Design fifo_uart_tx_flat, sky130hd; sources not shown.
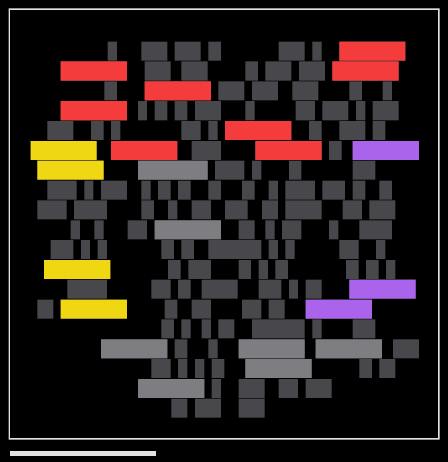
Fig. 1. Where the registers sit.
Bar = 20 um. Other sequential cells in the stronger gray, the rest of the logic in the fainter gray.
red -> u_core.shift_reg  # placed flops 8
purple -> u_core.cnt  # placed flops 3
yellow -> u_core.bit_cnt  # placed flops 4, where west
not colored = 7
fin util: 51.74%
flop share of the area: 38.02%
sequential power: 0.644 mW
register area: 551.8 um^2

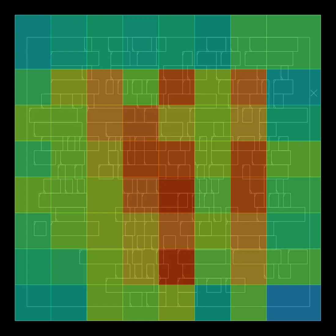
Fig. 2. Congestion heat map.
met2 Track Usage GR: 34.03%
total track usage: 18.61%

==> impl_metrics.py <==
# Physical implementation metrics
metrics = {
    "grt": {
        "grt_max_degree": 23,
        "gr-total-overflow": 0,
        "grt_first_pass_wirelength_mm": 4.864,
        "grt_pass1_vias": 1080,
    },
    "route": {
        "drc": 1,
        "wl_per_cell_um": 16.51,
        "ant_nets": 0,
    },
    "outcome": {
        "status": "complete, but fails checks",
        "violations": "design-rule violations",
    },
    "setup_path": {
        "reg2reg_slack_ns": 0.33,
        "critical_path_class": "reg2reg",
        "arrival_ns": 1.98,
        "worstPathMaxFanout": 8,
        "endpoint_kind": "flop",
    },
    "floorplan": {
        "pin_count": 16,
        "fp_util_pct": 43.71,
        "core.rowCount": 19,
    },
    "clocking": {
        "cts_tree": "yes",
        "cts_made_buffers": 3,
        "postCtsSetupBuffers": 0,
        "clk_latency_ns": 0.32,
        "cts.reportedPaths.clkPinSlew_ns": 0.13,
        "cts_buffer_depth": 2,
    },
    "pwr": {
        "power_frac_seq_pct": 37.0,
        "power_leakage_nw": 0.6404,
    },
    "final_timing": {
        "clock.fmax_mhz": 565.0,
        "final.setup.worst_slack_ns": 0.3302,
        "layout_min_cycle_time_ns": 1.770,
        "finalHoldViolations": 0,
        "finalCritPeriodShare_pct": 84.27,
        "rsz0062_at_grt": "false",
        "setup-violations-final": 0,
    },
    "yosys": {
        "ys.warnings.count": 0,
        "syn_inst": 127,
        "yosys.area.top_type": "dfrtp_1",
        "ys_cells": 127,
    },
}
==> cells in the final DEF (no fill, tap or decap), types with 2 or more instances in the layout <==
cell             count
a211oi_1             2
a21oi_1             13
a41oi_1              2
buf_4                2
clkbuf_1             4
clkbuf_4             3
clkdlybuf4s50_1     15
dfrtp_1             21
ha_1                 2
inv_1                6
mux2_2               2
mux2i_1              7
nand2_1              4
nand2b_1             4
nand3_1              3
nor2_1              18
nor2_4               2
nor2b_1              2
nor3_1               5
o21ai_0              8
o31ai_1              2
==> cell type report <==
| type | instances | area (um^2) |
|---|---|---|
| inverter | 6 | 22.52 |
| sequential | 22 | 551.8 |
| fill | 328 | 1354 |
| timing repair buffer | 15 | 150.1 |
| tap | 31 | 38.79 |
| multi-input combinational | 91 | 605.6 |
| buffer | 8 | 46.29 |
| clock buffer | 4 | 36.28 |
==> Yosys cell counts, drive strengths merged, types with 3 or more instances <==
master,count
inv,6
o21ai,9
nand2b,5
nand2,4
buf,4
nor3,5
dfrtp,21
mux2i,7
mux2,3
a21oi,13
nand3,3
clkbuf,4
nor2,20
==> metrics by stage <==
stage	power [mW]	hold WS [ns]	instance area (um^2)
finish	1.740	0.4497	1451
global route	1.879	0.5269	1451
CTS	1.745	0.4972	1451
detailed placement	1.499	0.4980	1415
global placement	1.433	0.4896	1415
floorplan	1.265	0.3035	1226
==> logic make-up (layout without fill, tap and decap cells) <==
kind of cell,after synthesis,in the layout,synth area share [%]
simple gates,44,44,20.00
xor+xnor,1,1,0.7144
mux,10,10,8.775
buf+inv,14,33,5.611
flops,22,22,45.00
fa+ha+maj,2,2,2.040
compound gates,34,34,17.86
==> metal layers <==
metal	share of wire, %	track usage, %	vias up	wire length, um
li1	-	-	484	-
met1	46	22.45	510	1348
met2	50	34.03	12	1451
met3	2.3	2.198	7	68
met4	1.8	6.494	0	53
met5	0	0	-	0
==> power by group through the flow <==
stage	Clock [mW]	Combinational, mW	Sequential, mW
global placement	0	0.788	0.645
global route	0.257	0.959	0.662
finish	0.243	0.853	0.644
detailed placement	0	0.845	0.654
CTS	0.241	0.859	0.646
floorplan	0	0.630	0.635
==> worst max-delay path, stage by stage (launching register included) <==
cell and delay (ns):
dfrtp_1 0.44, ha_1 0.31, nor2b_1 0.17, clkbuf_1 0.33
a21oi_1 0.09, or3_1 0.32
Power figures rest on the tool's default switching activity, not on a simulated workload.
